**config.mk**
```make
export PLATFORM = sky130hd
export DESIGN_NAME = pin_array_sweep_ctrl
export DESIGN_NICKNAME = d
export VERILOG_FILES = /design/src/rtl/pin_array_pkg.sv /design/src/rtl/pin_array_sync.sv /design/src/rtl/pin_array_sweep_ctrl.sv
export SDC_FILE = /design/constraint.sdc
export NUM_CORES = 1
export LEC_CHECK = 0
export ABC_AREA = 0
export CORE_MARGIN = 5
export CORE_UTILIZATION = 58
export DETAILED_ROUTE_END_ITERATION = 16
export MAX_ROUTING_LAYER = met4
export PLACE_DENSITY = 0.84
export SLEW_MARGIN = 20
export SYNTH_ARGS = -nofsm -noshare
export SYNTH_HDL_FRONTEND = slang
export SYNTH_SLANG_ARGS = --single-unit
```
**constraint.sdc**
```tcl
create_clock -name clk -period 5.88 [get_ports clk]
set_clock_uncertainty 0.05 [all_clocks]
set_input_delay 0.882 -clock clk [delete_from_list [all_inputs] [get_ports clk]]
set_output_delay 0.882 -clock clk [all_outputs]
set_load 0.005 [all_outputs]
```
**src/rtl/pin_array_pkg.sv**
```systemverilog
// Purpose: shared types and default sizing for the pin-array sweep controller.
// Latency: n/a (types and constants only).
// Backpressure: n/a.
package pin_array_pkg;

  // Default build of the sweep controller
  localparam int DEF_NBITS       = 4;
  localparam int DEF_SETTLE_CYC  = 8;
  localparam int DEF_AVG_SAMPLES = 4;
  localparam int DEF_SYNC_STAGES = 2;

  // Width helpers for the default build
  localparam int CODE_W   = DEF_NBITS;
  localparam int MAP_W    = 2 ** DEF_NBITS;
  localparam int SETTLE_W = $clog2(DEF_SETTLE_CYC + 1);
  localparam int SAMP_W   = $clog2(DEF_AVG_SAMPLES + 1);

  typedef enum logic [1:0] {
    IDLE   = 2'd0,
    SETTLE = 2'd1,
    SAMPLE = 2'd2,
    DONE   = 2'd3
  } state_e;

  // Bits needed to hold a counter reaching maxval (never less than 1)
  function automatic int cnt_w(input int maxval);
    return (maxval < 2) ? 1 : $clog2(maxval + 1);
  endfunction

endpackage

```
**src/rtl/pin_array_sync.sv**
```systemverilog
// Purpose: multi-flop synchronizer bringing the pin-array vout into the clk domain.
// Latency: STAGES clk cycles from a stable input to q.
// Backpressure: none; free-running every cycle.
module pin_array_sync #(
  parameter int STAGES = 2
) (
  input  logic clk,
  input  logic rst_n,
  input  logic d,
  output logic q
);

  logic [STAGES-1:0] sync_ff;

  // Shift the asynchronous input through the flop chain; reset clears the whole chain
  always_ff @(posedge clk or negedge rst_n) begin
    if (!rst_n) begin
      sync_ff <= '0;
    end else begin
      sync_ff <= {sync_ff[STAGES-2:0], d};
    end
  end

  assign q = sync_ff[STAGES-1];

endmodule

```
**src/rtl/pin_array_sweep_ctrl.sv**
```systemverilog
// Purpose: sweeps the pin-array vin code, majority-votes synchronized vout per code, returns a transfer map.
// Latency: result_valid rises 2**NBITS*(SETTLE_CYC+AVG_SAMPLES) cycles after the start-accept edge.
// Backpressure: result held with result_valid until result_ready; start ignored until back in IDLE.
module pin_array_sweep_ctrl
  import pin_array_pkg::*;
#(
  parameter int NBITS       = DEF_NBITS,
  parameter int SETTLE_CYC  = DEF_SETTLE_CYC,
  parameter int AVG_SAMPLES = DEF_AVG_SAMPLES,
  parameter int SYNC_STAGES = DEF_SYNC_STAGES
) (
  input  logic                clk,
  input  logic                rst_n,
  input  logic                start,
  input  logic                abort,
  output logic [NBITS-1:0]    vin_code,
  input  logic                vout_async,
  output logic                busy,
  output logic [2**NBITS-1:0] result,
  output logic                result_valid,
  input  logic                result_ready
);

  localparam int CW = NBITS;
  localparam int MW = 2 ** NBITS;
  localparam int SW = cnt_w(SETTLE_CYC);
  localparam int AW = cnt_w(AVG_SAMPLES);

  localparam logic [SW-1:0] SETTLE_LAST = SW'(SETTLE_CYC - 1);
  localparam logic [AW-1:0] SAMP_LAST   = AW'(AVG_SAMPLES - 1);
  localparam logic [CW-1:0] CODE_MAX    = '1;
  // Majority threshold compared against 2*ones, so ties resolve to 0
  localparam logic [AW+1:0] MAJ_LIMIT   = (AW+2)'(AVG_SAMPLES);

  state_e          state;
  state_e          state_nxt;
  logic [CW-1:0]   code_q;
  logic [SW-1:0]   settle_cnt;
  logic [AW-1:0]   samp_cnt;
  logic [AW-1:0]   ones_cnt;
  logic [MW-1:0]   result_q;
  logic            vout_sync;

  logic            settle_end;
  logic            samp_end;
  logic            code_last;
  logic [AW-1:0]   ones_final;
  logic            maj_bit;

  pin_array_sync #(
    .STAGES (SYNC_STAGES)
  ) u_sync (
    .clk   (clk),
    .rst_n (rst_n),
    .d     (vout_async),
    .q     (vout_sync)
  );

  assign settle_end = (settle_cnt == SETTLE_LAST);
  assign samp_end   = (samp_cnt == SAMP_LAST);
  assign code_last  = (code_q == CODE_MAX);
  // Count including the sample taken in the current cycle
  assign ones_final = ones_cnt + AW'(vout_sync);
  assign maj_bit    = ({1'b0, ones_final, 1'b0} > MAJ_LIMIT);

  // State register
  always_ff @(posedge clk or negedge rst_n) begin
    if (!rst_n) begin
      state <= IDLE;
    end else begin
      state <= state_nxt;
    end
  end

  // Next-state logic; abort overrides every transition
  always_comb begin
    state_nxt = state;
    if (abort) begin
      state_nxt = IDLE;
    end else begin
      case (state)
        IDLE:    if (start)        state_nxt = SETTLE;
        SETTLE:  if (settle_end)   state_nxt = SAMPLE;
        SAMPLE:  if (samp_end)     state_nxt = code_last ? DONE : SETTLE;
        DONE:    if (result_ready) state_nxt = IDLE;
        default:                   state_nxt = IDLE;
      endcase
    end
  end

  // Sweep datapath: code stepping, settle/sample timing, vote accumulation and map build-up
  always_ff @(posedge clk or negedge rst_n) begin
    if (!rst_n) begin
      code_q     <= '0;
      settle_cnt <= '0;
      samp_cnt   <= '0;
      ones_cnt   <= '0;
      result_q   <= '0;
    end else if (abort) begin
      // Drop any partial map so an aborted sweep never looks like a result
      code_q     <= '0;
      settle_cnt <= '0;
      samp_cnt   <= '0;
      ones_cnt   <= '0;
      result_q   <= '0;
    end else begin
      case (state)
        IDLE: begin
          if (start) begin
            code_q     <= '0;
            settle_cnt <= '0;
            samp_cnt   <= '0;
            ones_cnt   <= '0;
            result_q   <= '0;
          end
        end
        SETTLE: begin
          if (settle_end) begin
            settle_cnt <= '0;
          end else begin
            settle_cnt <= settle_cnt + 1'b1;
          end
        end
        SAMPLE: begin
          if (samp_end) begin
            result_q[code_q] <= maj_bit;
            samp_cnt         <= '0;
            ones_cnt         <= '0;
            // Last code parks vin back at 0 as the sweep finishes; otherwise step up
            code_q           <= code_last ? '0 : code_q + 1'b1;
          end else begin
            samp_cnt <= samp_cnt + 1'b1;
            ones_cnt <= ones_final;
          end
        end
        default: begin
          // DONE: map and code held while waiting for the consumer
        end
      endcase
    end
  end

  assign vin_code     = code_q;
  assign busy         = (state == SETTLE) || (state == SAMPLE);
  assign result       = result_q;
  assign result_valid = (state == DONE);

endmodule
```
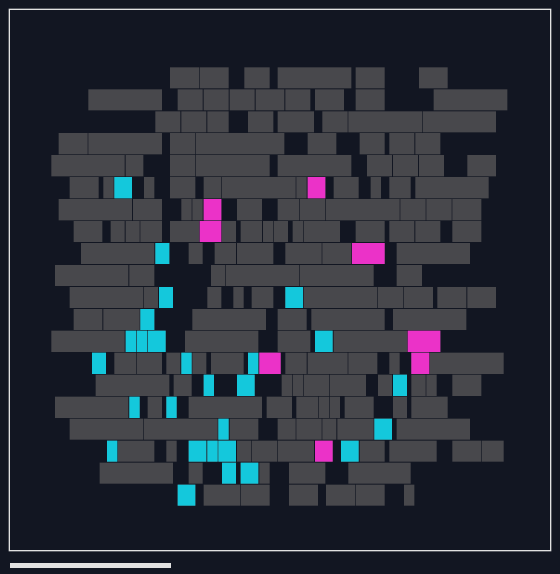
(images/gate_families.png)
Bar = 20 um.
Key: magenta = AND and OR gates [cells 8]; cyan = NAND gates [cells 27]

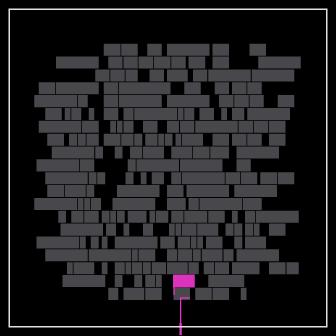
(images/port_nets.png)
Key: magenta = `busy` [bits 1, direction output, edge south, end cells 1, buffers 1, wire 9.50 um]
buffers added on ports: 27
I/O Pins: 28

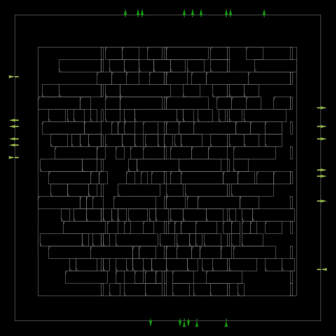
(images/final_placement.png)
flop share of the area: 38.03%
seq_cells: 34
core area: 3078 um2

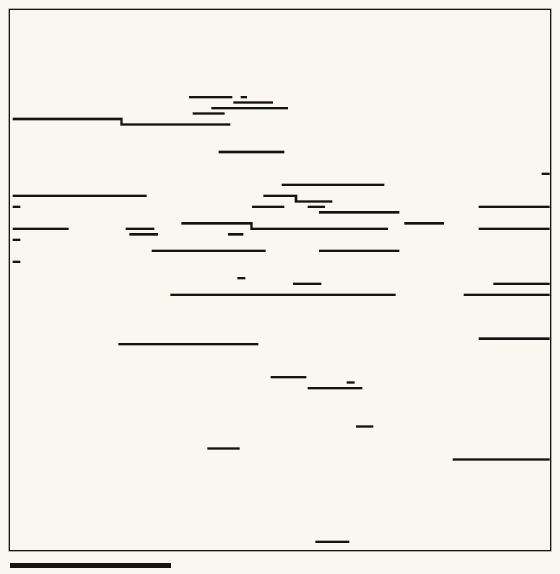
(images/met3.png)
Bar = 20 um.
30 nets have wire on it. The layer carries 306 um of wire. The longest straight run is 27.6 um. The wires run mostly horizontal. The layer holds 6.7% of the routed length.
grt met3 use: 5.734%
final wirelength: 4573 um
routed vias: 1622

==> ci_impl_report.md <==
### Yosys + OpenROAD results

| Metric | Value |
|---|---|
| Status | `finished, final reports clean` |
| Floorplan Nets | `between 150 and 200` |
| Highest-count logic cell in the final layout | `dfrtp_1` |
| Max FFs per register | `16` |
| Comb_multi_in | `approximately 120` |
| Routed Antenna Nets | `0` |
| Final slew viol count | `0` |
| Non-CTS buffers | `28` |
| Buffering overhead | `12.42%` |
| Critical Path End | `busy` |
| Final cell count without fillers | `between 200 and 250` |
| Register share after synthesis | `~45%` |
| Num CTS Buffers | `5` |
| Met2 routed wirelength | `roughly 2200 um` |
| Seq pwr share | `between 30 and 40%` |
| Layout clock area frac | `3.523%` |
| WHS Endpoint | `u_sync.sync_ff[1]$_DFF_PN0_` |
| Number of global-route vias before repair | `1527` |
| Largest net degree at the start of global routing | `35` |
| Most Crowded Layer GR | `met2` |
| Finished Cell Area | `2237 um2` |
| N_taps | `44` |
| Total of max-cap violations | `0` |
| Number of cells in Yosys stat | `178` |
| Synthesis area per yosys | `1877 um2` |
| Worst-margin pin slew | `approximately 0.98 ns` |
| Final hold slack | `0.3261 ns` |
| CP max stage cell | `dfrtp_1` |
| Clock slew at reported path FFs | `around 0.11 ns` |
| Metal1 wirelength | `approximately 2000 um` |
| TritonCTS clock tree | `done` |
Power and IR drop assume default switching activity.
